===== src/rtl/stopwatch_pkg.sv =====
// Shared definitions for the stopwatch run-control block: FSM state
// encoding, button indices and default debounce length.
package stopwatch_pkg;

    // Run-control states; the codes are also shown on the debug LEDs.
    typedef enum logic [1:0] {
        IDLE   = 2'b00,
        RUN    = 2'b01,
        PAUSED = 2'b10,
        LAP    = 2'b11
    } sw_state_t;

    // 20 ms at a 5 MHz system clock.
    localparam int DEFAULT_DEBOUNCE_CYCLES = 100000;

    // Button slots in the conditioned press vector.
    localparam int BTN_SS   = 0;
    localparam int BTN_LAP  = 1;
    localparam int NUM_BTNS = 2;

    // True for states in which the counter chain is halted.
    function automatic logic state_stops(input sw_state_t s);
        return (s == IDLE) || (s == PAUSED);
    endfunction

    // True for the state in which the display is frozen on a split time.
    function automatic logic state_holds(input sw_state_t s);
        return (s == LAP);
    endfunction

endpackage


===== src/rtl/btn_debounce.sv =====
// One pushbutton front end: two-flop synchronizer, a retiming flop,
// a stability counter that accepts a new level only after it has been
// seen for DEBOUNCE_CYCLES consecutive cycles, and a registered
// single-cycle pulse on each accepted press (0->1 of the clean level).
module btn_debounce
    import stopwatch_pkg::*;
#(
    parameter int DEBOUNCE_CYCLES = DEFAULT_DEBOUNCE_CYCLES,
    parameter int CNT_W           = $clog2(DEBOUNCE_CYCLES)
) (
    input  logic clk_main,
    input  logic reset,
    input  logic btn_raw,
    output logic press
);

    localparam logic [CNT_W-1:0] CNT_LAST = CNT_W'(DEBOUNCE_CYCLES - 1);

    logic [1:0]       sync_reg;
    logic             lvl_reg;
    logic             db_reg;
    logic             db_next;
    logic [CNT_W-1:0] cnt_reg;
    logic [CNT_W-1:0] cnt_next;
    logic             db_prev_reg;
    logic             press_reg;

    // Bring the raw button into clk_main, then retime once so the
    // comparator below is fed from a plain flop rather than the sync chain.
    always_ff @(posedge clk_main or posedge reset) begin
        if (reset) begin
            sync_reg <= 2'b00;
            lvl_reg  <= 1'b0;
        end else begin
            sync_reg <= {sync_reg[0], btn_raw};
            lvl_reg  <= sync_reg[1];
        end
    end

    // Count consecutive cycles the input disagrees with the accepted level;
    // any agreement restarts the count, so short glitches never flip it.
    always_comb begin
        db_next  = db_reg;
        cnt_next = cnt_reg;
        if (lvl_reg == db_reg) begin
            cnt_next = '0;
        end else if (cnt_reg == CNT_LAST) begin
            db_next  = ~db_reg;
            cnt_next = '0;
        end else begin
            cnt_next = cnt_reg + CNT_W'(1);
        end
    end

    // Debounced level and counter registers.
    always_ff @(posedge clk_main or posedge reset) begin
        if (reset) begin
            db_reg  <= 1'b0;
            cnt_reg <= '0;
        end else begin
            db_reg  <= db_next;
            cnt_reg <= cnt_next;
        end
    end

    // Registered rising-edge detect; releases produce no pulse.
    always_ff @(posedge clk_main or posedge reset) begin
        if (reset) begin
            db_prev_reg <= 1'b0;
            press_reg   <= 1'b0;
        end else begin
            db_prev_reg <= db_reg;
            press_reg   <= db_reg & ~db_prev_reg;
        end
    end

    assign press = press_reg;

endmodule


===== src/rtl/stopwatch_ctrl.sv =====
// Stopwatch run control: conditions the start/stop and lap/clear buttons
// into press events and sequences IDLE/RUN/PAUSED/LAP, driving the
// counter chain's stop level, clear pulse and display-hold level.
module stopwatch_ctrl
    import stopwatch_pkg::*;
#(
    parameter int DEBOUNCE_CYCLES = DEFAULT_DEBOUNCE_CYCLES,
    parameter int CNT_W           = $clog2(DEBOUNCE_CYCLES)
) (
    input  logic       clk_main,
    input  logic       reset,
    input  logic       btn_ss,
    input  logic       btn_lap,
    output logic       stop,
    output logic       clr,
    output logic       lap_hold,
    output logic [1:0] state
);

    logic [NUM_BTNS-1:0] raw_btn;
    logic [NUM_BTNS-1:0] press;

    logic      ss_evt;
    logic      lap_evt;

    sw_state_t state_reg;
    sw_state_t state_next;
    logic      clr_next;
    logic      stop_reg;
    logic      lap_hold_reg;
    logic      clr_reg;

    assign raw_btn[BTN_SS]  = btn_ss;
    assign raw_btn[BTN_LAP] = btn_lap;

    // Identical front end per button.
    generate
        for (genvar gi = 0; gi < NUM_BTNS; gi++) begin : g_btn
            btn_debounce #(
                .DEBOUNCE_CYCLES (DEBOUNCE_CYCLES),
                .CNT_W           (CNT_W)
            ) u_debounce (
                .clk_main (clk_main),
                .reset    (reset),
                .btn_raw  (raw_btn[gi]),
                .press    (press[gi])
            );
        end
    endgenerate

    // Start/stop has priority: a lap press in the same cycle is dropped.
    assign ss_evt  = press[BTN_SS];
    assign lap_evt = press[BTN_LAP] & ~press[BTN_SS];

    // Next state and clear request from the current state and press events.
    always_comb begin
        state_next = state_reg;
        clr_next   = 1'b0;
        unique case (state_reg)
            IDLE: begin
                if (ss_evt) begin
                    state_next = RUN;
                end else if (lap_evt) begin
                    clr_next = 1'b1;    // re-clear is harmless
                end
            end
            RUN: begin
                if (ss_evt) begin
                    state_next = PAUSED;
                end else if (lap_evt) begin
                    state_next = LAP;
                end
            end
            PAUSED: begin
                if (ss_evt) begin
                    state_next = RUN;
                end else if (lap_evt) begin
                    state_next = IDLE;
                    clr_next   = 1'b1;
                end
            end
            LAP: begin
                if (ss_evt) begin
                    state_next = PAUSED;
                end else if (lap_evt) begin
                    state_next = RUN;
                end
            end
        endcase
    end

    // State and outputs registered together so every output is a clean
    // flop that changes on the same edge as the state.
    always_ff @(posedge clk_main or posedge reset) begin
        if (reset) begin
            state_reg    <= IDLE;
            stop_reg     <= 1'b1;
            lap_hold_reg <= 1'b0;
            clr_reg      <= 1'b0;
        end else begin
            state_reg    <= state_next;
            stop_reg     <= state_stops(state_next);
            lap_hold_reg <= state_holds(state_next);
            clr_reg      <= clr_next;
        end
    end

    assign stop     = stop_reg;
    assign lap_hold = lap_hold_reg;
    assign clr      = clr_reg;
    assign state    = state_reg;

endmodule


===== config.mk =====
export PLATFORM = sky130hd
export DESIGN_NAME = stopwatch_ctrl
export DESIGN_NICKNAME = d
export VERILOG_FILES = /design/src/rtl/stopwatch_pkg.sv /design/src/rtl/btn_debounce.sv /design/src/rtl/stopwatch_ctrl.sv
export SDC_FILE = /design/constraint.sdc
export NUM_CORES = 1
export LEC_CHECK = 0
export CAP_MARGIN = 20
export CORE_UTILIZATION = 50
export CTS_CLUSTER_SIZE = 30
export DETAILED_ROUTE_END_ITERATION = 8
export PLACE_DENSITY = 0.69
export SLEW_MARGIN = 10
export SYNTH_ARGS = -nofsm -noshare
export SYNTH_HDL_FRONTEND = slang
export SYNTH_SLANG_ARGS = --single-unit

===== constraint.sdc =====
create_clock -name clk_main -period 1.9 [get_ports clk_main]
set_clock_uncertainty 0.15 [all_clocks]
set_input_delay 0.475 -clock clk_main [delete_from_list [all_inputs] [get_ports clk_main]]
set_output_delay 0.475 -clock clk_main [all_outputs]
set_load 0.02 [all_outputs]

==> deck_impl_summary.md, run 1 <==
Key Metrics from the Run

Setup path
  • CP cell instances: or4_4, nor4_4, or2_4, buf_6, a21oi_1
  • Worst path slowest cell: or4_4
  • Startpoint class of the critical path: flop
  • Element type at the critical path end: flop
  • Peak fanout along the critical path: 7
  • CP max stage delay: 0.56 ns
  • Critical Path RT: 1.95 ns

Clock network
  • Clock Path Buffers: 2
  • Root buf cell: clkbuf_8
  • CTS Hold Bufs: 0
  • Clock transition at path regs: approximately 0.10 ns
  • Clock Sinks: 51
  • CTS tree: built

Yosys
  • Compound Share, Synth: 1.449%
  • Largest area contributor in the netlist: dfrtp_1
  • Post-Synth Simple-Gate Area: between 20% and 30%
  • Post-Synth XOR/XNOR Area: 12.88%
  • Dominant kind of combinational cell: simple AND/OR/NAND/NOR gates
  • Distinct cells, synth: 32
  • Floorplan Nets: about 210
  • Synth area leaders: dfrtp_1 56%, xnor2_1 11%, nor2_1 6.0%
  • Adder share: 1.115%
  • Syn Inst Count: 207
  • Area reported by Yosys stat: 2245 µm²
  • Post-synthesis area per instance: 10.84 µm²
  • YS warnings: 0
  • Ys flops: 51

Timing
  • Setup violators final: 0
  • Worst hold margin: 0.2050 ns
  • Slew Limit Fails: 0
  • Cycle use final: 98.27%
  • Minimum clock period: 1.867 ns
  • Setup ws final: roughly 0.033 ns
  • Max-slew headroom: a little under three quarters
  • Unrepaired setup endpoints after global routing: true
  • Setup TNS: 0 ns
  • Final count of hold timing violations: 0
  • Worst slew pin tran: ~0.43 ns

Power and ir drop
  • Lkg Pwr: 1.126 nW
  • PD cells: between 700 and 800 nW/µm²
  • VDD IR max: 0.3866 mV

Placed design
  • DP HPWL: approximately 2.5 mm
  • Pre-CTS WS: about 0.032 ns
  • GPL Wtd Cong: 0.8585
  • Post-DP Area: 2474 µm²

GRT
  • Number of global-route vias before repair: 1504
  • Initial antenna violation count: 0
  • Grt ovf: 0

Detailed routing
  • Drt first pass iters: 4
  • Vias per inst: around 5.4
  • Antenna Nets Post-Route: 0

Outcome
  • Outcome: completed

Final layout
  • Antenna diode count: 0
  • Nets: 241
  • Post-route insts no fill: 288
  • Layout cells sized above 1: 19.07%
  • Most frequent cells in the layout: 50 x dfrtp_1, 31 x nor2_1, 27 x xnor2_1, 14 x buf_4

Floorplanning
  • Die ar.: 4761 µm²
  • Die X: 69 µm
  • Standard-cell rows: 24
  • Die height: between 60 and 70 µm
  • Fp util: about half
  • Num ports: 9

Hold path
  • Hold WC Path Type: reg -> reg
## run 1: Yosys cell counts
library cell and instances:
nand3_1 12, xor2_1 6, o21ai_0 2, nand2b_1 1
nor2_1 36, nor3_1 7, nor4_2 1, nand2_1 8
clkbuf_1 1, nand4_1 12, buf_2 1, nor4_1 12
o31ai_1 1, or2_1 1, buf_6 1, nand4bb_1 1
buf_12 1, inv_1 7, or4_1 2, or4b_2 1
dfrtp_1 50, or2_2 2, clkbuf_2 1, xnor2_1 27
a41o_1 1, and4_1 1, ha_1 2, nor3b_1 2
a21oi_1 1, nor2b_1 3, mux2_2 2, dfstp_2 1
## run 1: stage by stage
| stage | util (%) | total power [mW] |
|---|---|---|
| floorplan | - | 1.186 |
| global placement | 57.20 | 1.214 |
| detailed placement | 57.20 | 1.215 |
| CTS | 59.35 | 1.881 |
| global route | 61.46 | 1.944 |
| finish | 61.46 | 1.864 |
## run 1: path summary, 6_finish.rpt
path | start | end | slack, ns | cells past startpoint
setup reg to reg | g_btn[1].u_debounce.cnt_reg[6]$_DFF_PP0_ | g_btn[1].u_debounce.cnt_reg[15]$_DFF_PP0_ | 0.03 | 5
setup / recovery | g_btn[1].u_debounce.cnt_reg[6]$_DFF_PP0_ | g_btn[1].u_debounce.cnt_reg[15]$_DFF_PP0_ | 0.03 | 5
hold reg to reg | g_btn[0].u_debounce.sync_reg[0]$_DFF_PP0_ | g_btn[0].u_debounce.sync_reg[1]$_DFF_PP0_ | 0.21 | 0
hold / removal | g_btn[0].u_debounce.sync_reg[0]$_DFF_PP0_ | g_btn[0].u_debounce.sync_reg[1]$_DFF_PP0_ | 0.21 | 0
max in group asynchronous | reset | stop$_DFF_PP1_ | 0.99 | 3
min in group asynchronous | reset | g_btn[1].u_debounce.sync_reg[1]$_DFF_PP0_ | 0.35 | 3
## run 1: power breakdown
group          total [mW]  leakage (nW)  switching, mW  internal [mW]
Sequential           1.11         0.690         0.0134           1.10
Clock               0.662        0.0467          0.389          0.273
Combinational      0.0875         0.389         0.0496         0.0379
## run 1: logic make-up (layout without fill, tap and decap cells)
kind of cell | Yosys count | in the layout
AND/OR/NAND/NOR | 102 | 102
flip-flops | 51 | 51
XOR/XNOR | 33 | 33
buffers and inverters | 12 | 41
AND-OR/OR-AND | 5 | 5
adder cells (fa/ha/maj) | 2 | 2
multiplexers | 2 | 2
## run 1: repair_timing
| item | CTS | global route |
|---|---|---|
| gates resized | 3 | 18 |
| setup buffers | 0 | 2 |
| pin swaps | 0 | 3 |
| endpoints found under the setup margin | 3 | 22 |
| hold endpoints to repair | 0 | 0 |
| gates cloned | 0 | 1 |
## run 1: layer usage
layer	global-route usage, %	wire length [µm]
met3	4.825	138
met4	7.256	72
met5	0	0
met1	22.42	1773
met2	27.18	1790
## run 1: critical path: cells and delay by family (launching register included)
family	cells	cell delay, ns
and+or+nand+nor	3	1.04
DFF	1	0.40
buffers and inverters	1	0.13
AOI/OAI and AO/OA	1	0.04
## run 1: final cells by class
type	count	area, µm²
fillers	348	1667
flip-flops and latches	51	1277
multi-input cells	144	952.2
repair buffers	26	240.2
clock buffers	5	68.82
well taps	52	65.06
clock inverters	3	27.53
inverters	7	26.28
**Run 1: drive-strength map**

(6 px per µm)
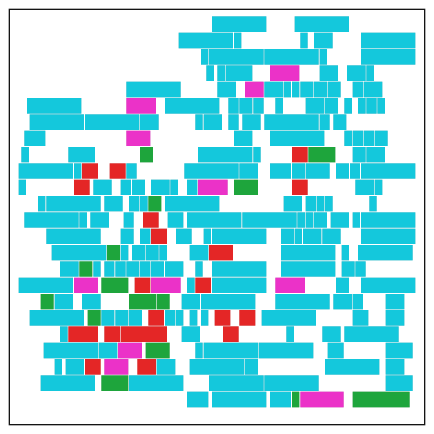
Cyan shows drive 1 or less, cells 191. Green shows drive 2, cells 15. Magenta shows drive 6 and up, cells 11. Red shows drive 3 to 4, cells 19.
fin area: 2658 µm²
bufs w/o clock: 26
area grow syn2layout: 18.39%

**Run 1: signal wires on met3**

(4 px per µm)
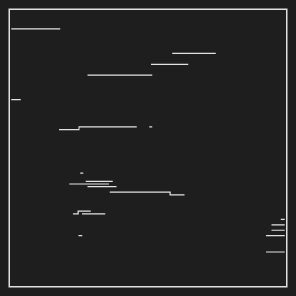
The wires run mostly horizontal. The longest straight run is 15.9 µm. The layer carries 138 µm of wire. 15 nets have wire on it. The layer holds 3.7% of the routed length.
met3 Use GR: 4.825%
Vias: 1550
total routed wirelength: 3.775 mm

**Run 1: routing congestion map**

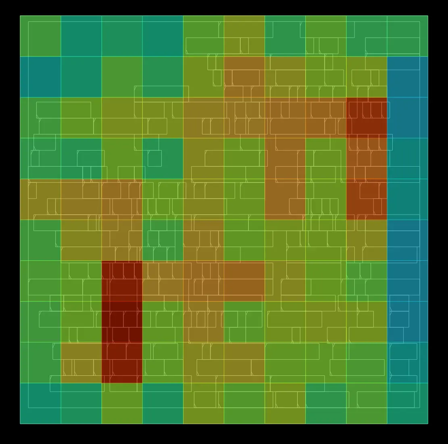
Routed WL per cell: 13.11 µm
post-route core utilization: 61.46%
GR Util All Layers: 17.25%
GR Util met1: 22.42%
met2 Usage GRT: 27.18%

--- run 2 (diff from run 1) ---
- CTS_BUF_LIST: not set -> sky130_fd_sc_hd__clkbuf_8
**Run 2: routing congestion map**

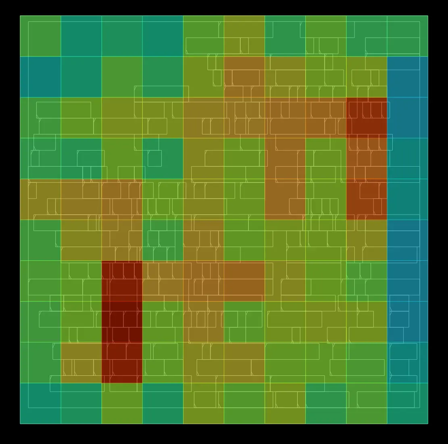
gr busiest metal: met2

==> run 2 against run 1 <==
Effect of this change: largest cell class unchanged; sequential power about the same; non-clock buffer count unchanged; largest power group unchanged; final cell count unchanged; total power unchanged; highest routed layer unchanged; setup slack unchanged.
==> deck_impl_summary.md, run 2 <==
Key Metrics from the Run

Power and ir drop
  • Power share of the clock group: a little over a third
  • Lkg Pwr: about 1.1 nW
  • Switching pwr: 451.8 µW
  • Sw frac: 24.23%
  • VDD IR max: 0.3866 mV
  • PD cells: 701.5 nW/µm²
  • Logic gate share of total power: 4.7%
  • Seq pwr share: 59.8%
  • Internal power: 1.413 mW

Yosys
  • Largest area contributor in the netlist: dfrtp_1
  • Async set-reset flop share out of synthesis: 100.0%
  • Floorplan Nets: 213
  • Post-synth EDFFs: 0
  • Synth area leaders: dfrtp_1 56%, xnor2_1 11%, nor2_1 6.0%
  • YS warnings: 0
  • Post-synthesis area per instance: 10.84 µm²
  • Synth Cell Area: 2245 µm²
  • Top cells by count: 50 x dfrtp_1, 36 x nor2_1, 27 x xnor2_1
  • Area reported by Yosys stat: 2245 µm²
  • Syn Inst Count: 207
  • Yosys Instances: 207
  • Commonest flop: dfrtp_1
  • Ys flops: roughly 50
  • Most common cell in the synthesized netlist: dfrtp_1
  • Distinct cells, synth: 32
  • Synth top area share: ~56%
  • Post-synth seq share: between 50 and 60%

Detailed routing
  • Routed WL per cell: 13.11 µm
  • Vias: 1550
  • DRT iter0 DRCs: roughly 110
  • Vias per inst: approximately 5.4
  • Drt first pass iters: 4
  • Antenna Nets Post-Route: 0
  • Total routed wirelength: 3.775 mm
  • Drt drc: 0

Floorplanning
  • Core area: 4324 µm²
  • Standard-cell rows: 24
  • Die ar.: 4761 µm²
  • Die X: 69 µm
  • Num ports: 9
  • Fp util: 51.91%
  • Die height: 69 µm

Timing
  • Max-slew headroom: a little under three quarters
  • Worst hold margin: roughly 0.2 ns
  • Minimum clock period: 1.867 ns
  • Peak Freq: 535.6 MHz
  • Worst slew pin tran: 0.4331 ns
  • Slew Limit Fails: 0
  • Final count of hold timing violations: 0
  • Cycle use final: 98.27%
  • Unrepaired setup endpoints after global routing: true
  • Setup violators final: 0
  • Setup TNS: 0 ns

Setup path
  • Worst path slowest cell: or4_4
  • CP cell instances: or4_4, nor4_4, or2_4, buf_6, a21oi_1
  • Crit path kind: reg -> reg
  • CP max stage delay: 0.56 ns
  • Critical Path RT: 1.95 ns
  • Element type at the critical path end: flop
  • Startpoint class of the critical path: flop
  • CP arrival: around 1.9 ns
  • Peak fanout along the critical path: 7

GRT
  • First-pass GRT wire length: 6.527 mm
  • Number of global-route vias before repair: approximately 1500
  • Initial antenna violation count: 0
  • Grt ovf: 0
  • GR Util All Layers: 17.25%
  • Maximum number of pins on one net before global-route repair: between 50 and 60

Clock network
  • Clock Sinks: 51
  • CTS tree: built
  • Root buf cell: clkbuf_8
  • Worst skew pair latency: approximately 0.31 ns
  • Clock transition at path regs: 0.10 ns
  • Total CTS buffers: 5
  • Htree depth: 2
  • Clock Path Buffers: 2

Final layout
  • Nets: roughly 240
  • Area grow syn2layout: 18.39%
  • Fin area: 2658 µm²
  • Most frequent cells in the layout: 50 x dfrtp_1, 31 x nor2_1, 27 x xnor2_1, 14 x buf_4
  • Largest register FFs: 34
  • Commonest Layout Cell: dfrtp_1
  • Layout cells sized above 1: 19.07%
  • Post-route insts no fill: between 200 and 300
  • Post-route core utilization: 61.46%
  • Antenna diode count: 0
  • Filler instances: between 300 and 400

Outcome
  • Outcome: completed

Placed design
  • Placed Cells: 277
  • GPL Wtd Cong: about 0.86
  • Post-DP Area: about 2500 µm²
  • PortBufs: 8
  • DP HPWL: 2.483 mm

Job
  • OpenROAD warning count: 27
  • Max-Cap Viols: 0

Hold path
  • Hold WC Path Type: reg -> reg
**Run 2: the metal 2 layer**

(4 px per µm)
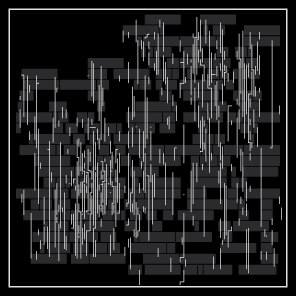
The layer holds 47% of the routed length. The longest straight run is 28.9 µm. The layer carries 1790 µm of wire. 194 nets have wire on it.

-- run 2: cell counts in the layout (fill, tap and decap cells not counted) --
Identical to the previous run, type by type.
-- run 2: cell families after synthesis --
group	synth area share, %
AND/OR/NAND/NOR	23.47
flip-flops	56.91
adder cells (fa/ha/maj)	1.115
XOR/XNOR	12.88
buffers and inverters	3.177
multiplexers	1.003
AND-OR/OR-AND	1.449
-- run 2: area by class of cell --
class / instances / area [µm²] / area share [%]
multi-input cells: 144 / 952.2 / 35.83
repair buffers: 26 / 240.2 / 9.040
flip-flops and latches: 51 / 1277 / 48.07
clock buffers: 5 / 68.82 / 2.589
inverters: 7 / 26.28 / 0.9887
well taps: 52 / 65.06 / 2.448
clock inverters: 3 / 27.53 / 1.036
-- run 2: final timing paths --
kind	startpoint	endpoint	slack, ns	cells past startpoint
max	g_btn[1].u_debounce.cnt_reg[6]$_DFF_PP0_	g_btn[1].u_debounce.cnt_reg[15]$_DFF_PP0_	0.03	5
min	g_btn[0].u_debounce.sync_reg[0]$_DFF_PP0_	g_btn[0].u_debounce.sync_reg[1]$_DFF_PP0_	0.21	0
max reg2reg	g_btn[1].u_debounce.cnt_reg[6]$_DFF_PP0_	g_btn[1].u_debounce.cnt_reg[15]$_DFF_PP0_	0.03	5
min reg2reg	g_btn[0].u_debounce.sync_reg[0]$_DFF_PP0_	g_btn[0].u_debounce.sync_reg[1]$_DFF_PP0_	0.21	0
max in group asynchronous	reset	stop$_DFF_PP1_	0.99	3
min in group asynchronous	reset	g_btn[1].u_debounce.sync_reg[1]$_DFF_PP0_	0.35	3
-- run 2: power groups by stage --
| stage | Sequential [mW] | Combinational [mW] | Clock (mW) |
|---|---|---|---|
| after CTS | 1.12 | 0.0793 | 0.686 |
| after global placement | 1.14 | 0.0777 | 0 |
| after floorplan | 1.13 | 0.0522 | 0 |
| final | 1.11 | 0.0875 | 0.662 |
| after global routing | 1.12 | 0.101 | 0.725 |
| after detailed placement | 1.14 | 0.0789 | 0 |
-- run 2: worst max-delay path: cells and delay by family, from the launching register on --
| family | cells | cell delay (ns) |
|---|---|---|
| buffers and inverters | 1 | 0.13 |
| and+or+nand+nor | 3 | 1.04 |
| AOI/OAI and AO/OA | 1 | 0.04 |
| DFF | 1 | 0.40 |
-- run 2: stage by stage --
stage / power, mW / worst slack (ns)
6_report: 1.864 / 0.03288
5_1_grt: 1.944 / -0.04813
4_1_cts: 1.881 / 0.008945
3_5_place_dp: 1.215 / 0.03229
3_3_place_gp: 1.214 / 0.06629
2_1_floorplan: 1.186 / 0.01876
-- run 2: per-layer routing --
layer | up-vias | share of wire, % | GRT usage (%)
li1 | 766 | - | -
met2 | 28 | 47 | 27.18
met3 | 8 | 3.7 | 4.825
met1 | 748 | 47 | 22.42
met4 | 0 | 1.9 | 7.256
met5 | - | 0 | 0
-- run 2: repair_timing --
action,CTS,global route
pin swaps,0,3
resized,3,18
setup endpoints to repair,3,22
hold buffers,0,0
setup buffers,0,2
cloned,0,1
Power and IR drop assume default switching activity.
